## src/rtl/riscv_ctrl_pkg.sv

```systemverilog
// Shared definitions for the core run controller: FSM encoding, halt opcodes
// and the default instruction-memory depth.
package riscv_ctrl_pkg;

    localparam int unsigned IMEM_DEPTH_DEFAULT = 1024;

    localparam logic [31:0] INSTR_ECALL  = 32'h0000_0073;
    localparam logic [31:0] INSTR_EBREAK = 32'h0010_0073;

    typedef enum logic [2:0] {
        StIdle,
        StLoad,
        StFlush,
        StRun,
        StDone
    } ctrl_state_e;

    function automatic logic is_halt_instr(input logic [31:0] instr);
        return (instr == INSTR_ECALL) || (instr == INSTR_EBREAK);
    endfunction

endpackage

```

## src/rtl/run_watchdog.sv

```systemverilog
// Saturating run-cycle counter with a limit latched at run start; expire_o
// flags the edge at which the count reaches the limit (limit 0 disables).
module run_watchdog #(
    parameter int unsigned CW = 32
) (
    input  logic          clk_i,
    input  logic          rst_ni,
    input  logic          clear_i,
    input  logic          enable_i,
    input  logic          load_limit_i,
    input  logic [CW-1:0] limit_i,
    output logic [CW-1:0] count_o,
    output logic          expire_o
);

    logic [CW-1:0] count_q, count_d;
    logic [CW-1:0] limit_q, limit_d;

    always_comb begin
        count_d = count_q;
        limit_d = limit_q;
        if (clear_i) begin
            count_d = '0;
        end else if (enable_i && (count_q != {CW{1'b1}})) begin
            count_d = count_q + CW'(1);
        end
        if (load_limit_i) begin
            limit_d = limit_i;
        end
    end

    always_ff @(posedge clk_i or negedge rst_ni) begin
        if (!rst_ni) begin
            count_q <= '0;
            limit_q <= '0;
        end else begin
            count_q <= count_d;
            limit_q <= limit_d;
        end
    end

    // A saturated count never matches: the wrapped sum is 0 and limit 0 is "disabled".
    assign expire_o = enable_i && (limit_q != '0) && ((count_q + CW'(1)) == limit_q);
    assign count_o  = count_q;

endmodule

```

## src/rtl/core_run_ctrl.sv

```systemverilog
// Run controller: streams a program image into instruction memory, releases the
// core from reset, and stops it on ECALL/EBREAK or when the watchdog expires.
module core_run_ctrl
    import riscv_ctrl_pkg::*;
#(
    parameter int unsigned IMEM_DEPTH = IMEM_DEPTH_DEFAULT,
    parameter int unsigned AW         = $clog2(IMEM_DEPTH),
    parameter int unsigned CW         = 32
) (
    input  logic          clk_i,
    input  logic          rst_ni,
    input  logic          start_i,
    input  logic          ld_valid_i,
    output logic          ld_ready_o,
    input  logic [31:0]   ld_data_i,
    input  logic          ld_last_i,
    output logic          imem_we_o,
    output logic [AW-1:0] imem_addr_o,
    output logic [31:0]   imem_wdata_o,
    output logic          core_rst_no,
    input  logic [31:0]   core_pc_i,
    input  logic [31:0]   core_instr_i,
    input  logic [CW-1:0] max_cycles_i,
    output logic          busy_o,
    output logic          done_o,
    output logic          timeout_o,
    output logic [CW-1:0] cycle_count_o,
    output logic [AW:0]   words_loaded_o,
    output logic [31:0]   halt_pc_o
);

    localparam logic [AW:0] LAST_BEAT_IDX = (AW+1)'(IMEM_DEPTH - 1);

    ctrl_state_e state_q, state_d;

    logic          imem_we_q, imem_we_d;
    logic [AW-1:0] imem_addr_q, imem_addr_d;
    logic [31:0]   imem_wdata_q, imem_wdata_d;
    logic          core_rst_q, core_rst_d;
    logic          timeout_q, timeout_d;
    logic [AW:0]   words_loaded_q, words_loaded_d;
    logic [31:0]   halt_pc_q, halt_pc_d;

    logic in_run;
    logic load_entry;
    logic ld_fire;
    logic last_beat;
    logic halt;
    logic expire;

    assign in_run     = (state_q == StRun);
    assign load_entry = start_i && ((state_q == StIdle) || (state_q == StDone));
    assign ld_fire    = (state_q == StLoad) && ld_valid_i;
    // Beat number IMEM_DEPTH closes the image even without ld_last.
    assign last_beat  = ld_fire && (ld_last_i || (words_loaded_q == LAST_BEAT_IDX));
    assign halt       = in_run && is_halt_instr(core_instr_i);

    run_watchdog #(
        .CW(CW)
    ) u_run_watchdog (
        .clk_i       (clk_i),
        .rst_ni      (rst_ni),
        .clear_i     (load_entry),
        .enable_i    (in_run),
        .load_limit_i(state_q == StFlush),
        .limit_i     (max_cycles_i),
        .count_o     (cycle_count_o),
        .expire_o    (expire)
    );

    always_ff @(posedge clk_i or negedge rst_ni) begin
        if (!rst_ni) begin
            state_q <= StIdle;
        end else begin
            state_q <= state_d;
        end
    end

    always_comb begin
        state_d = state_q;
        unique case (state_q)
            StIdle:  if (start_i) state_d = StLoad;
            StLoad:  if (last_beat) state_d = StFlush;
            StFlush: state_d = StRun;
            StRun:   if (halt || expire) state_d = StDone;
            StDone:  if (start_i) state_d = StLoad;
            default: state_d = StIdle;
        endcase
    end

    always_comb begin
        ld_ready_o = (state_q == StLoad);
        busy_o     = (state_q == StLoad) || (state_q == StFlush) || (state_q == StRun);
        done_o     = (state_q == StDone);
    end

    always_comb begin
        imem_we_d      = ld_fire;
        imem_addr_d    = imem_addr_q;
        imem_wdata_d   = imem_wdata_q;
        words_loaded_d = words_loaded_q;
        timeout_d      = timeout_q;
        halt_pc_d      = halt_pc_q;
        core_rst_d     = (state_d == StRun);
        if (load_entry) begin
            words_loaded_d = '0;
            timeout_d      = 1'b0;
            halt_pc_d      = '0;
        end
        if (ld_fire) begin
            imem_addr_d    = words_loaded_q[AW-1:0];
            imem_wdata_d   = ld_data_i;
            words_loaded_d = words_loaded_q + (AW+1)'(1);
        end
        // Halt takes priority over a coincident watchdog expiry.
        if (halt) begin
            halt_pc_d = core_pc_i;
        end else if (expire) begin
            timeout_d = 1'b1;
        end
    end

    always_ff @(posedge clk_i or negedge rst_ni) begin
        if (!rst_ni) begin
            imem_we_q      <= 1'b0;
            imem_addr_q    <= '0;
            imem_wdata_q   <= '0;
            core_rst_q     <= 1'b0;
            timeout_q      <= 1'b0;
            words_loaded_q <= '0;
            halt_pc_q      <= '0;
        end else begin
            imem_we_q      <= imem_we_d;
            imem_addr_q    <= imem_addr_d;
            imem_wdata_q   <= imem_wdata_d;
            core_rst_q     <= core_rst_d;
            timeout_q      <= timeout_d;
            words_loaded_q <= words_loaded_d;
            halt_pc_q      <= halt_pc_d;
        end
    end

    assign imem_we_o      = imem_we_q;
    assign imem_addr_o    = imem_addr_q;
    assign imem_wdata_o   = imem_wdata_q;
    assign core_rst_no    = core_rst_q;
    assign timeout_o      = timeout_q;
    assign words_loaded_o = words_loaded_q;
    assign halt_pc_o      = halt_pc_q;

endmodule
```

## config.mk

```make
export PLATFORM = sky130hd
export DESIGN_NAME = core_run_ctrl
export DESIGN_NICKNAME = d
export VERILOG_FILES = /design/src/rtl/riscv_ctrl_pkg.sv /design/src/rtl/run_watchdog.sv /design/src/rtl/core_run_ctrl.sv
export SDC_FILE = /design/constraint.sdc
export NUM_CORES = 1
export LEC_CHECK = 0
export CORE_ASPECT_RATIO = 1.25
export CORE_MARGIN = 1
export CORE_UTILIZATION = 42
export CTS_CLUSTER_DIAMETER = 30
export DETAILED_ROUTE_END_ITERATION = 7
export PLACE_DENSITY = 0.77
export REMOVE_ABC_BUFFERS = 1
export SYNTH_ARGS = -nofsm -noshare
export SYNTH_HDL_FRONTEND = slang
export SYNTH_SLANG_ARGS = --single-unit
```

## constraint.sdc

```tcl
create_clock -name clk_i -period 2.8 [get_ports clk_i]
set_input_delay 0.84 -clock clk_i [delete_from_list [all_inputs] [get_ports clk_i]]
set_output_delay 0.84 -clock clk_i [all_outputs]
set_load 0.03 [all_outputs]
```

==> reports/metrics.json <==
{
  "outcome": "completed",
  "tool_warnings": 26,
  "worstSetupPathType": "register to register",
  "required_time_of_the_worst_setup_path_ns": 3.11,
  "globalplace.congestion": 0.828,
  "synthXorXnorAreaFrac": 0.0499,
  "maxCapViolCount": 0,
  "fin_crit_sh": 0.960,
  "cts.clk_slew.worst_paths_ns": 0.07,
  "maxSlewHeadroom": 0.619,
  "groute.layer.met1.usage": 0.296,
  "cts_tree": "built",
  "setup.worst_path.end_class": "register",
  "synth_simple_gate_area_share": 0.269,
  "crit_path_launch_type": "register",
  "grt_pass1_vias": 7118,
  "tmin_final_ns": 2.69,
  "ys_types": 60,
  "vias": 7305,
  "fin_hold_ws_ns": 0.396,
  "grt_pass1_wl_um": 36300,
  "synthTopLogicFamily": "simple AND/OR/NAND/NOR gates",
  "timing.critical_path.cells": "buf_4 > xor2_1 > o2bb2a_1 > a22oi_1 > a2111oi_4 > nand4_1 > nor4_2 > buf_4 > a21oi_2 > a211o_1",
  "worst-path-buf-inv": 2,
  "fp.dieArea_um2": 18900,
  "postSynth.asyncResetShare": 1.00,
  "critical_path_arrival_ns": 3.00,
  "setup_violations": 0,
  "placementRows": 55,
  "timing.critical_path.slowest_cell_delay_ns": 0.39,
  "dominantRegCellSynth": "sky130_fd_sc_hd__dfrtp_1",
  "final_hold_viol_count": 0,
  "num-fill-cells": 1510,
  "top_cell": "sky130_fd_sc_hd__nand2_1",
  "synthToLayoutAreaGrowth_pct": 50.3,
  "ys_seq_share": 0.502,
  "clockRootBuffer": "sky130_fd_sc_hd__clkbuf_16",
  "total_congestion_overflow_after_global_routing": 0,
  "antenna_violating_nets_post_route": 0,
  "critical-path-top-cell-by-count": "sky130_fd_sc_hd__buf_4",
  "netlist.top_cell.by_area": "sky130_fd_sc_hd__dfrtp_1",
  "hold_path_class": "primary input to async pin",
  "final.setup_skew_ns": 0.0135,
  "dr.max_layer_used": "met4",
  "yosys_cells": 840,
  "synthesis.area_um2": 7730,
  "most_frequent_cells_after_synthesis": "sky130_fd_sc_hd__nand2_1, sky130_fd_sc_hd__dfrtp_1, sky130_fd_sc_hd__nand3_1",
  "die_h_um": 154,
  "globalRouteTotalUtil": 0.247,
  "synthesis.instances": 840,
  "avgSynthCellArea_um2": 9.20,
  "mostFrequentLayoutCells": "sky130_fd_sc_hd__clkdlybuf4s50_1, sky130_fd_sc_hd__nand2_1, sky130_fd_sc_hd__dfrtp_1",
  "numSynthFlops": 155,
  "worstSkewPairLatency_ns": 0.43,
  "yosys_area_um2": 7730,
  "globalRoute.busiestLayer": "met2",
  "wirelength_um": 22600,
  "p_leak_nw": 5.17,
  "final.setup.tns_ns": 0,
  "design.portCount": 256,
  "met2WireLength_um": 11300,
  "antenna_cells": 0,
  "die_width_um": 123,
  "synth_top_area_share": 0.502,
  "post-route-drc-count": 0,
  "route.detailed.wl_per_inst_um": 16.5,
  "yosysWarningCount": 0,
  "post_route_cells_drive_above_1_share": 0.138,
  "yosys.area_share.aoi": 0.0993,
  "total_power_mw": 9.58,
  "met3_resource_use_gr": 0.0690,
  "place.detailed.hpwl_um": 16000,
  "critical-path-top-delay-family": "AND-OR/OR-AND gates",
  "layout.nets": 1266,
  "final_max_slew_viol_count": 0,
  "htree_levels": 4,
  "slowest_stage": "sky130_fd_sc_hd__dfrtp_1",
  "placement.io_buffers": 254,
  "synth.area.mux_share": 0.0491,
  "slew_worst_pin_ns": 0.571,
  "worst-path-max-fanout": 8
}
cell type report:
cell class | instances | area, um^2 | area share
timing repair buffer | 318 | 3100 | 0.267
tap | 228 | 285 | 0.0246
clock buffer | 17 | 425 | 0.0366
sequential | 155 | 3880 | 0.334
clock inverter | 15 | 193 | 0.0166
multi-input combinational | 633 | 3720 | 0.320
inverter | 6 | 22.5 | 0.00194
through the flow:
stage          cells  setup WS [ns]  utilization
2_1_floorplan    794         -0.992            -
3_3_place_gp    1333         -0.105        0.603
3_5_place_dp    1333        -0.0877        0.603
4_1_cts         1365       0.000211        0.637
5_1_grt         1372        0.00748        0.644
6_report        1372          0.111        0.644
registers in the layout, indices dropped and copies added (netlist names):
register                cells
u_run_watchdog.limit_q     32
imem_addr_o                10
imem_wdata_o               32
core_rst_no                 1
words_loaded_o             11
timeout_o                   1
u_run_watchdog.count_o     32
halt_pc_o                  32
state_q                     3
imem_we_o                   1
timing repair:
item	CTS	global route
resized	3	13
endpoints found under the setup margin	3	5
cloned	0	0
setup buffers	0	7
pin swaps	0	9
power breakdown:
group | switching [mW] | internal [mW]
logic | 2.15 | 1.72
clock network | 1.13 | 1.30
registers | 0.495 | 2.79
total | 3.77 | 5.80
worst paths after layout:
check                                     startpoint                   endpoint  slack, ns  depth (start not counted)
max in group asynchronous                     rst_ni                  imem_we_o       1.76                          2
max reg2reg                u_run_watchdog.count_o[5]                 state_q[0]       0.11                         10
min reg2reg                         imem_wdata_o[17]           imem_wdata_o[17]       0.48                          2
min                                           rst_ni  u_run_watchdog.count_o[9]       0.40                          1
max                        u_run_watchdog.count_o[5]                 state_q[0]       0.11                         10
min in group clk_i                  imem_wdata_o[17]           imem_wdata_o[17]       0.48                          2
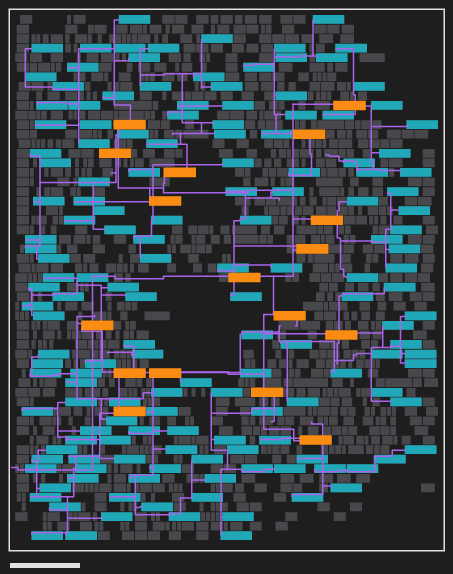
(images/clock_map.png)
Bar = 20 um.
- clock wires: purple (length 2140 um)
- flip-flops: cyan (count 155)
- cells driving clock nets: orange (count 17)
- flops lie: spread over the die

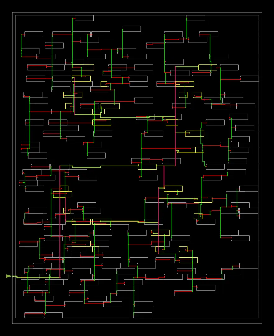
(images/final_clocks.png)
Sink Count: 155
flip-flops: 155
power consumed by the clock network: 2.43 mW
Layout clock buffers: 17
clock buffers created by TritonCTS: 17

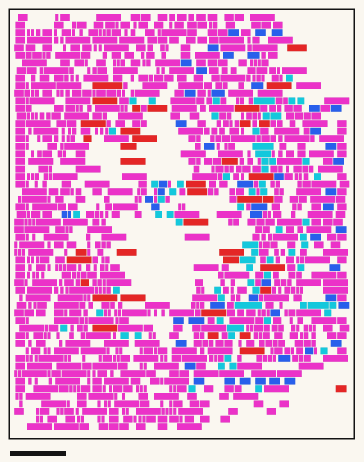
(images/drive_strength.png)
Bar = 20 um.
- drive 3 to 4: cyan (cells 68; share 5.9%)
- drive 6 and up: red (cells 38; share 3.3%)
- drive 1 or less: magenta (cells 986; share 86%)
- drive 2: blue (cells 52; share 4.5%)
fin worst setup slack: 0.111 ns
final design instance area without fill: 11600 um^2

Power figures rest on the tool's default switching activity, not on a simulated workload.
